### Met2 routing, run 1

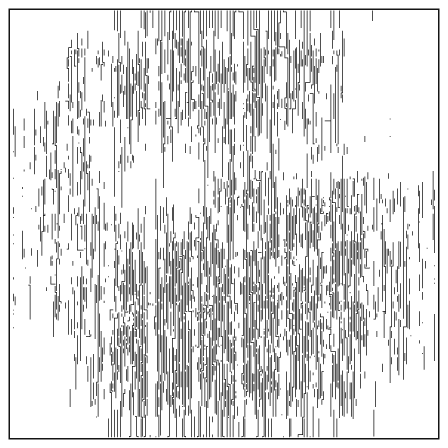
### Placed cells, one colour a class, run 1

Scale bar: 50 um. Fill, decap, tap and diode cells in grey.
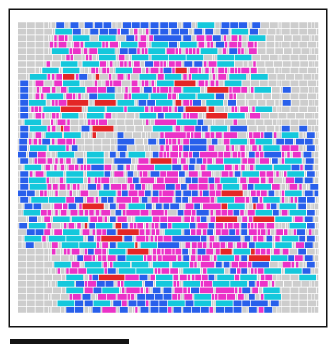
### Cell sizes after repair, run 1

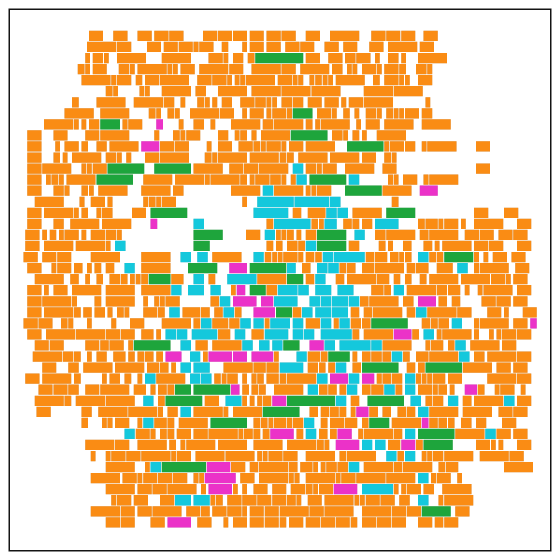
## src/rtl/mips_pkg.sv

```systemverilog
// Shared types and defaults for the instruction fetch unit.
// State encoding, reset PC and PC step live here.
package mips_pkg;

   typedef enum logic [1:0] {
      IDLE,
      REQ,
      WAIT,
      HOLD
   } fetch_state_t;

   localparam logic [31:0] PC_START_DEFAULT = 32'h8002_0000;
   localparam logic [31:0] PC_STEP_DEFAULT  = 32'd4;

   function automatic logic [31:0] word_align(
      input logic [31:0] a
   );
      return a & ~32'h3;
   endfunction

endpackage

```

## src/rtl/fetch_if.sv

```systemverilog
// Instruction-memory read bus between fetch and memory.
// One request in flight; response returns on mem_rd_valid.
interface fetch_if;

   logic        mem_rd_en;
   logic [31:0] mem_addr;
   logic        mem_ready;
   logic        mem_rd_valid;
   logic [31:0] mem_rd_data;

   modport master (
      output mem_rd_en,
      output mem_addr,
      input  mem_ready,
      input  mem_rd_valid,
      input  mem_rd_data
   );

   modport slave (
      input  mem_rd_en,
      input  mem_addr,
      output mem_ready,
      output mem_rd_valid,
      output mem_rd_data
   );

endinterface

```

## src/rtl/pc_counter.sv

```systemverilog
// Fetch PC register: sequential step, natural 32-bit wrap,
// and word-aligned redirect, with redirect taking priority.
module pc_counter
   import mips_pkg::*;
#(
   parameter logic [31:0] PC_START = PC_START_DEFAULT,
   parameter logic [31:0] PC_STEP  = PC_STEP_DEFAULT
) (
   input  logic        clock,
   input  logic        reset,
   input  logic        load,
   input  logic        inc,
   input  logic [31:0] target,
   output logic [31:0] pc_reg,
   output logic [31:0] pc_next
);

   always_comb begin
      pc_next = pc_reg;
      unique case (1'b1)
         load:    pc_next = word_align(target);
         inc:     pc_next = pc_reg + PC_STEP;
         default: pc_next = pc_reg;
      endcase
   end

   always_ff @(posedge clock) begin
      if (reset) begin
         pc_reg <= PC_START;
      end else begin
         pc_reg <= pc_next;
      end
   end

endmodule

```

## src/rtl/fetch.sv

```systemverilog
// Instruction fetch: single-outstanding read FSM with
// decode back-pressure and branch redirect.
module fetch
   import mips_pkg::*;
#(
   parameter logic [31:0] PC_START = PC_START_DEFAULT,
   parameter logic [31:0] PC_STEP  = PC_STEP_DEFAULT
) (
   input  logic        clock,
   input  logic        reset,
   input  logic        stall,
   input  logic        branch_taken,
   input  logic [31:0] branch_target,
   fetch_if.master     mem,
   output logic [31:0] insn,
   output logic [31:0] pc,
   output logic        enable_decode
);

   fetch_state_t state;
   logic         discard;
   logic [31:0]  held;
   logic [31:0]  pc_reg;
   logic [31:0]  pc_next;
   logic         deliver;
   logic [31:0]  word_in;

   // A redirect always wins, so it suppresses delivery.
   always_comb begin
      deliver = 1'b0;
      if (!branch_taken) begin
         unique case (state)
            WAIT: deliver = mem.mem_rd_valid
                          & ~stall & ~discard;
            HOLD: deliver = ~stall;
            default: deliver = 1'b0;
         endcase
      end
   end

   assign word_in = (state == HOLD) ? held
                                    : mem.mem_rd_data;

   pc_counter #(
      .PC_START (PC_START),
      .PC_STEP  (PC_STEP)
   ) u_pc (
      .clock   (clock),
      .reset   (reset),
      .load    (branch_taken),
      .inc     (deliver),
      .target  (branch_target),
      .pc_reg  (pc_reg),
      .pc_next (pc_next)
   );

   always_ff @(posedge clock) begin
      if (reset) begin
         state         <= IDLE;
         discard       <= 1'b0;
         held          <= 32'h0;
         insn          <= 32'h0;
         pc            <= 32'h0;
         enable_decode <= 1'b0;
         mem.mem_rd_en <= 1'b0;
         mem.mem_addr  <= 32'h0;
      end else begin
         enable_decode <= 1'b0;
         unique case (state)
            IDLE: begin
               state         <= REQ;
               mem.mem_rd_en <= 1'b1;
               mem.mem_addr  <= pc_next;
            end
            REQ: begin
               if (mem.mem_ready) begin
                  state         <= WAIT;
                  mem.mem_rd_en <= 1'b0;
                  discard       <= branch_taken;
               end else begin
                  mem.mem_addr  <= pc_next;
               end
            end
            WAIT: begin
               if (mem.mem_rd_valid) begin
                  if (branch_taken || discard || !stall) begin
                     state         <= REQ;
                     discard       <= 1'b0;
                     mem.mem_rd_en <= 1'b1;
                     mem.mem_addr  <= pc_next;
                  end else begin
                     held  <= mem.mem_rd_data;
                     state <= HOLD;
                  end
               end else if (branch_taken) begin
                  discard <= 1'b1;
               end
            end
            HOLD: begin
               if (branch_taken || !stall) begin
                  state         <= REQ;
                  mem.mem_rd_en <= 1'b1;
                  mem.mem_addr  <= pc_next;
               end
            end
            default: state <= IDLE;
         endcase
         if (deliver) begin
            enable_decode <= 1'b1;
            insn          <= word_in;
            pc            <= pc_reg;
         end
      end
   end

endmodule

```

## src/flat_wrapper.sv

```systemverilog
// flat-port wrapper written by rule: the top's interface ports become plain ports
module fetch_flat import mips_pkg::*;
#(
   parameter logic [31:0] PC_START = PC_START_DEFAULT,
   parameter logic [31:0] PC_STEP  = PC_STEP_DEFAULT
)
  (clock, reset, stall, branch_taken, branch_target, insn, pc, enable_decode, mem_mem_rd_en, mem_mem_addr, mem_mem_ready, mem_mem_rd_valid, mem_mem_rd_data);
  fetch_if mem_i ();
  input  logic clock;
  input  logic reset;
  input  logic stall;
  input  logic branch_taken;
  input  logic [31:0] branch_target;
  output logic [31:0] insn;
  output logic [31:0] pc;
  output logic enable_decode;
  output wire logic [$bits(mem_i.mem_rd_en)-1:0] mem_mem_rd_en;
  output wire logic [$bits(mem_i.mem_addr)-1:0] mem_mem_addr;
  input wire logic [$bits(mem_i.mem_ready)-1:0] mem_mem_ready;
  input wire logic [$bits(mem_i.mem_rd_valid)-1:0] mem_mem_rd_valid;
  input wire logic [$bits(mem_i.mem_rd_data)-1:0] mem_mem_rd_data;
  assign mem_mem_rd_en = mem_i.mem_rd_en;
  assign mem_mem_addr = mem_i.mem_addr;
  assign mem_i.mem_ready = mem_mem_ready;
  assign mem_i.mem_rd_valid = mem_mem_rd_valid;
  assign mem_i.mem_rd_data = mem_mem_rd_data;
  fetch #(.PC_START(PC_START), .PC_STEP(PC_STEP)) u_core (.clock(clock), .reset(reset), .stall(stall), .branch_taken(branch_taken), .branch_target(branch_target), .mem(mem_i), .insn(insn), .pc(pc), .enable_decode(enable_decode));
endmodule
```

## config.mk

```make
export PLATFORM = sky130hd
export DESIGN_NAME = fetch_flat
export DESIGN_NICKNAME = d
export VERILOG_FILES = /design/src/rtl/mips_pkg.sv /design/src/rtl/fetch_if.sv /design/src/rtl/pc_counter.sv /design/src/rtl/fetch.sv /design/src/flat_wrapper.sv
export SDC_FILE = /design/constraint.sdc
export NUM_CORES = 1
export LEC_CHECK = 0
export CORE_MARGIN = 3
export CORE_UTILIZATION = 45
export DETAILED_ROUTE_END_ITERATION = 7
export PLACE_DENSITY = 0.85
export SLEW_MARGIN = 20
export SYNTH_ARGS = -nofsm -noshare
export SYNTH_HDL_FRONTEND = slang
export SYNTH_SLANG_ARGS = --single-unit
```

## constraint.sdc

```tcl
create_clock -name clock -period 2 [get_ports clock]
set_input_delay 0.4 -clock clock [delete_from_list [all_inputs] [get_ports clock]]
set_output_delay 0.4 -clock clock [all_outputs]
set_load 0.005 [all_outputs]
```

==> flow_metrics.py, run 1 <==
# Flow results
metrics = {
    "run_status": {
        "status": "complete, but fails checks",
        "violations": "negative setup slack",
    },
    "cells_and_area": {
        "design.seq.count": 165,
        "nClkBuffers": 24,
        "seq_area_sq_um": 3310,
        "layout.nonclk_buf_share_pct": 24.8,
        "mi_logic_area_sq_um": 3890,
        "instances_no_fill": 1287,
        "diodes": 1,
        "nets": 1136,
        "fill_cells": 1140,
        "sh_comb_area_pct": 36.1,
        "final_core_util_pct": 69.5,
        "layout-drive-gt1-share_pct": 18.0,
    },
    "clocking": {
        "clk_path_buf_depth": 2,
        "path_clk_slew_ns": 0.06,
        "clk_latency_ns": 0.43,
        "post_cts_resized": 30,
        "cts_tree": "built",
        "clock-root-buffer": "clkbuf_16",
        "numCtsBuffers": 17,
        "ctsHoldBuffers": 0,
        "postCtsSetupRepairBufs": 2,
    },
    "min_path": {
        "holdPathEnd": "u_core.u_pc.pc_reg[19]",
        "min_from": "reset",
        "min_path_type": "in -> reg",
    },
    "worst_setup_path": {
        "r2r_end": "u_core.mem.mem_addr[25]",
        "cp_top_family": "simple AND/OR/NAND/NOR gates",
        "crit_path_max_incr_delay_ns": 0.53,
        "timing.rr.start": "u_core.state[0]",
        "ff2ff_path_depth": 8,
        "endpoint_kind": "register",
        "cp-start-kind": "register",
        "path_buffers": 2,
        "rrSetupSlack_ns": -0.13,
        "critPathRequiredTime_ns": 2.35,
        "critPathKind": "reg -> reg",
        "cp_cell_sequence": "inv_4 > ha_4 > buf_6 > nand3b_1 > a211oi_2 > nand4_1 > or4_1 > a31oi_1",
        "worstPathMaxFanout": 4,
        "crit_path_top_delay_cell": "or4_1",
    },
    "route": {
        "drc_errors": 0,
        "ant_nets": 0,
        "drt_iter0_drc": 740,
        "routed_wirelength_um": 23900,
        "num_vias": 7399,
    },
    "floorplan": {
        "nWellTaps": 211,
        "rows": 45,
        "fp.coreArea_sq_um": 15500,
        "fp.dieW_um": 133,
        "fp.dieH_um": 133,
        "ios": 168,
    },
    "power": {
        "internal-power_mw": 5.72,
        "comb_power_share_pct": 12.9,
        "pg_seq_mw": 3.48,
        "swShare_pct": 24.3,
        "p_per_area_nw_per_um2": 702,
        "powerComb_mw": 0.978,
        "p_seq_share_pct": 46.0,
        "maxPowerGroup": "sequential cells",
    },
    "yosys": {
        "syn_area_sq_um": 7240,
        "synthArstFlopShare_pct": 0,
        "synth_chip_area_sq_um": 7240,
        "synth_warnings": 0,
        "synth_area_per_cell_sq_um": 8.68,
        "ys_seq_share_pct": 45.6,
        "top_cell_area_share_pct": 45.6,
        "syn_inst": 834,
        "flop_cell": "dfxtp_1",
        "synth.most_common_cell": "dfxtp_1",
    },
    "placed_design": {
        "dpl.hpwl_um": 15000,
        "gp_congestion": 0.879,
        "place_inst": 1243,
        "dp_slack_ns": -0.611,
        "port_buffers": 165,
    },
    "final_timing": {
        "whs_ns": 0.266,
        "setup_viol": 27,
        "setup_slack_ns": -0.134,
        "min_period_ns": 2.13,
        "hold_violations": 0,
        "skew_ns": 0.0108,
        "fmax_mhz": 469,
        "relSlewSlack_pct": 61.0,
        "grt_setup_unrepaired": "true",
    },
    "flow_run": {
        "max-cap-violations": 0,
        "warning_count": 33,
    },
    "global_route": {
        "antenna_found_initial": 1,
        "gr-total-overflow": 0,
        "grt_pass1_wl_um": 35800,
        "grt_pass1_vias": 7100,
        "track_usage_pct": 24.7,
        "grt_max_degree": 75,
    },
}
## Picture notes: 'Met2 routing'
- main direction: vertical
- share of all routed wire: 48%
- wire length on this layer: 11500 um
- longest straight run: 70.6 um
- nets with wire on the layer: 998

## Picture notes: 'Placed cells, one colour a class'
- cyan: flip-flops (cells 165)
- red: clock drivers and dummy loads (cells 32)
- magenta: all other logic (cells 606)
- blue: other buffers and delay cells (cells 272)

## Picture notes: 'Cell sizes after repair'
- orange: drive 1 or less (cells 881)
- magenta: drive 2 (cells 33)
- cyan: drive 3 to 4 (cells 120; most used buf_4)
- green: drive 6 and up (cells 41; most used clkbuf_16)
Repair and plain buffers: 272
post-route design area: 10800 sq um
Layout area overhead: 48.7%
PnR worst setup slack: -0.134 ns

## run 1: per-stage QoR
stage,power [mW],area [sq um],setup TNS [ns]
finish,7.56,10800,-1.02
global route,7.81,10800,-3.39
CTS,7.52,10500,-0.273
detailed placement,4.41,9740,-45.93
global placement,4.39,9740,-41.16
floorplan,3.91,7290,-0.436
## run 1: how the worst max path moves through the flow
| stage | endpoint | from | cells past startpoint | slack [ns] |
|---|---|---|---|---|
| 2_1_floorplan | u_core.mem.mem_addr[28] | u_core.state[0] | 8 | -0.1 |
| 3_3_place_gp | u_core.mem.mem_addr[27] | stall | 6 | -0.53 |
| 5_1_grt | u_core.mem.mem_addr[25] | u_core.state[0] | 8 | -0.23 |
| 6_report | u_core.mem.mem_addr[25] | u_core.state[0] | 8 | -0.13 |
| 3_5_place_dp | u_core.mem.mem_addr[30] | stall | 6 | -0.61 |
| 4_1_cts | u_core.mem.mem_addr[27] | u_core.state[0] | 7 | -0.07 |
## run 1: kinds of logic (layout without fill, tap and decap cells)
kind of cell             after synthesis  count (layout)  synth area share (%)
AND-OR/OR-AND                        173             173                  15.6
XOR/XNOR                              12              12                  1.45
adder cells (fa/ha/maj)                4               4                 0.691
buffers and inverters                 82             323                  4.61
flip-flops                           165             165                  45.6
multiplexers                          69              69                  9.55
other                                  0               1                     0
AND/OR/NAND/NOR                      329             329                  22.5
## run 1: routing by layer
metal | wire length (um) | vias up | share of wire, % | GRT usage, %
li1 | - | 3439 | - | -
met1 | 9450 | 3472 | 40 | 31.7
met2 | 11500 | 396 | 48 | 40.7
met3 | 2060 | 92 | 8.6 | 4.68
met4 | 902 | 0 | 3.8 | 10.5
met5 | 0 | - | 0 | 0
--- run 2 (diff from run 1) ---
--- a/config.mk
+++ b/config.mk
@@ -5,6 +5,7 @@
 export SDC_FILE = /design/constraint.sdc
 export NUM_CORES = 1
 export LEC_CHECK = 0
+export CAP_MARGIN = 5
 export CORE_MARGIN = 3
 export CORE_UTILIZATION = 45
 export DETAILED_ROUTE_END_ITERATION = 7
### Clock routing, run 2

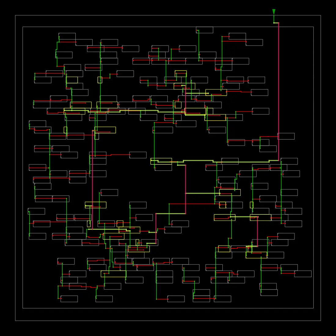
num sequential: 165
CLK BUF: 24
clk_lat worst skew: 0.43 ns
Num CTS Buffers: 17

### Cell sizes after repair, run 2

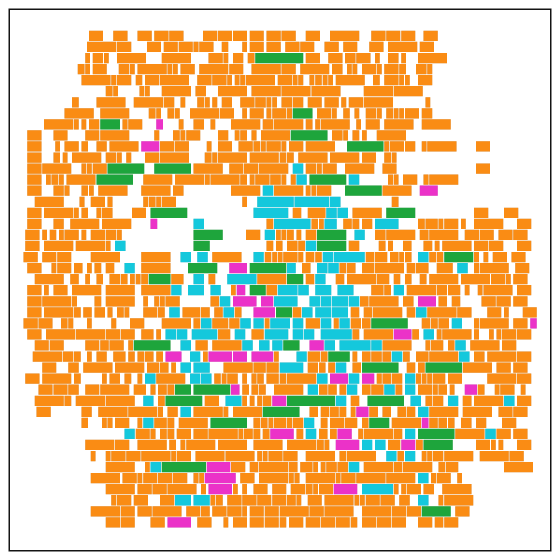
- orange: drive 1 or less (cells 881)
- green: drive 6 and up (cells 41; most used clkbuf_16)
- magenta: drive 2 (cells 33)
- cyan: drive 3 to 4 (cells 120; most used buf_4)

==> run 2 against run 1 <==
  * The flow still finishes with violations (negative setup slack)
  * Wire length unchanged
  * Setup slack stayed put
  * First-iteration DRC count unchanged
  * Register-to-register slack is essentially flat
  * Area after synthesis unchanged
==> flow_metrics.py, run 2 <==
# Flow results
metrics = {
    "run_status": {
        "violations": "negative setup slack",
        "status": "complete, but fails checks",
    },
    "final_timing": {
        "worstMarginPinSlew_ns": 0.585,
        "setup_slack_ns": -0.134,
        "hold_violations": 0,
        "finalCritPeriodShare_pct": 107,
        "skew_ns": 0.0108,
        "tns_ns": -1.02,
        "fmax_mhz": 469,
        "slew_viol_final": 0,
        "grt_setup_unrepaired": "true",
        "whs_ns": 0.266,
        "setup_viol": 27,
        "relSlewSlack_pct": 61.0,
        "min_period_ns": 2.13,
    },
    "yosys": {
        "synth_chip_area_sq_um": 7240,
        "synth.most_common_cell": "dfxtp_1",
        "synthTopCellsByCount": "dfxtp_1 (165), nor2_1 (97), nand2_1 (96), mux2i_1 (68), a21oi_1 (59)",
        "flop_cell": "dfxtp_1",
        "ys_seq_share_pct": 45.6,
        "ys_top_cells_by_area": "dfxtp_1 (46%), mux2i_1 (9.4%), nor2_1 (5.0%), nand2_1 (5.0%), a21oi_1 (4.1%)",
        "top_cell_area_share_pct": 45.6,
        "synth_warnings": 0,
        "synthArstFlopShare_pct": 0,
        "synth_cell_types": 58,
        "syn_area_sq_um": 7240,
        "ys.flops": 165,
        "ys_cells": 834,
        "top_area_cell": "dfxtp_1",
        "syn-num-nets": 908,
        "edf_count": 0,
        "synth_area_per_cell_sq_um": 8.68,
        "syn_inst": 834,
    },
    "cells_and_area": {
        "layout-drive-gt1-share_pct": 18.0,
        "instances_no_fill": 1287,
        "fill_cells": 1140,
        "final_core_util_pct": 69.5,
        "nets": 1136,
        "fin_area_sq_um": 10800,
        "lay_top_cells": "clkdlybuf4s50_1 (162), dfxtp_1 (162), nand2_1 (96), nor2_1 (94), buf_4 (88)",
        "area_growth_pct": 48.7,
    },
    "clocking": {
        "cts_tree": "built",
        "clock-root-buffer": "clkbuf_16",
        "clk_path_buf_depth": 2,
        "cts_max_level": 4,
        "path_clk_slew_ns": 0.06,
        "clock_sinks": 165,
    },
    "route": {
        "routed_wirelength_um": 23900,
        "drtPass1Iterations": 6,
        "num_vias": 7399,
        "ant_nets": 0,
        "drt_iter0_drc": 740,
        "via_per_inst": 5.75,
        "drc_errors": 0,
        "avgRoutedWirePerCell_um": 18.5,
    },
    "worst_setup_path": {
        "endpoint_kind": "register",
        "crit_path_top_delay_cell": "or4_1",
        "worstPathMaxFanout": 4,
        "path_buffers": 2,
        "crit_path_max_incr_delay_ns": 0.53,
        "cp_top_family": "simple AND/OR/NAND/NOR gates",
        "critPathRequiredTime_ns": 2.35,
        "critPathKind": "reg -> reg",
        "cp_cell_sequence": "inv_4 > ha_4 > buf_6 > nand3b_1 > a211oi_2 > nand4_1 > or4_1 > a31oi_1",
        "worstPathArrival_ns": 2.48,
        "cp-start-kind": "register",
    },
    "power": {
        "p_seq_share_pct": 46.0,
        "comb_power_share_pct": 12.9,
        "p_sw_mw": 1.84,
        "leakage_nw": 3.82,
        "finalPower_mw": 7.56,
        "peakVddDrop_mv": 0.595,
        "p_per_area_nw_per_um2": 702,
        "internal-power_mw": 5.72,
        "swShare_pct": 24.3,
        "clock_power_share_pct": 41.0,
    },
    "placed_design": {
        "dpl.hpwl_um": 15000,
        "place_inst": 1243,
        "gp_congestion": 0.879,
        "placed_area_sq_um": 9740,
        "dp_slack_ns": -0.611,
        "port_buffers": 165,
    },
    "global_route": {
        "track_usage_pct": 24.7,
        "grt_max_degree": 75,
        "grt_pass1_wl_um": 35800,
        "grt_util_met3_pct": 4.68,
        "grt_pass1_vias": 7100,
        "use_met1_pct": 31.7,
        "gr-total-overflow": 0,
        "top_usage_layer": "met2",
        "grt_use_met2_pct": 40.7,
        "antenna_found_initial": 1,
    },
    "floorplan": {
        "fp_util_pct": 46.8,
        "rows": 45,
        "fp.dieH_um": 133,
        "fp.dieW_um": 133,
        "die-area_sq_um": 17700,
        "ios": 168,
        "fp.coreArea_sq_um": 15500,
    },
    "min_path": {
        "min_path_type": "in -> reg",
    },
    "flow_run": {
        "max-cap-violations": 0,
        "warning_count": 33,
    },
}
[run 2: cell counts after synthesis]
No cell type changed its count.
[run 2: what timing repair did]
item                                    CTS  global route
hold buffers                              0             0
pin swaps                                13            21
buffers inserted                          2             6
endpoints found under the setup margin   90            91
gates cloned                              2             2
resized                                  30            33
[run 2: power by group through the flow]
stage               clock network [mW]  registers, mW  logic [mW]
floorplan                            0           3.54       0.360
global placement                     0           3.54       0.851
detailed placement                   0           3.54       0.869
CTS                               3.12           3.47       0.929
global route                      3.27           3.49        1.04
finish                            3.10           3.48       0.978
[run 2: kinds of logic after synthesis]
family / Yosys count / share of synthesized area, %
and+or+nand+nor: 329 / 22.5
AOI/OAI and AO/OA: 173 / 15.6
DFF: 165 / 45.6
buffers and inverters: 82 / 4.61
muxes: 69 / 9.55
xor gates and xnor gates: 12 / 1.45
adders and majority gates: 4 / 0.691
[run 2: area by class of cell]
cell class              count  area [sq um]  share of cell area [%]
repair buffers            272          2670                    24.8
clock buffers              24           482                    4.47
multi-input cells         587          3890                    36.1
diodes                      1          2.50                  0.0232
flip-flops and latches    165          3310                    30.8
inverters                  19          73.8                   0.686
well taps                 211           264                    2.45
clock inverters             8          75.1                   0.697
[run 2: final timing paths]
kind,startpoint,to,slack (ns),cells after the start
setup / recovery,u_core.state[0],u_core.mem.mem_addr[25],-0.13,8
setup reg to reg,u_core.state[0],u_core.mem.mem_addr[25],-0.13,8
hold reg to reg,u_core.held[11],u_core.held[11],0.45,2
hold / removal,reset,u_core.u_pc.pc_reg[19],0.27,2
[run 2: per-layer routing]
metal  up-vias  share of wire [%]
met4         0                3.8
met5         -                  0
met3        92                8.6
li1       3439                  -
met1      3472                 40
met2       396                 48
Power is estimated from default activity; no workload was simulated.
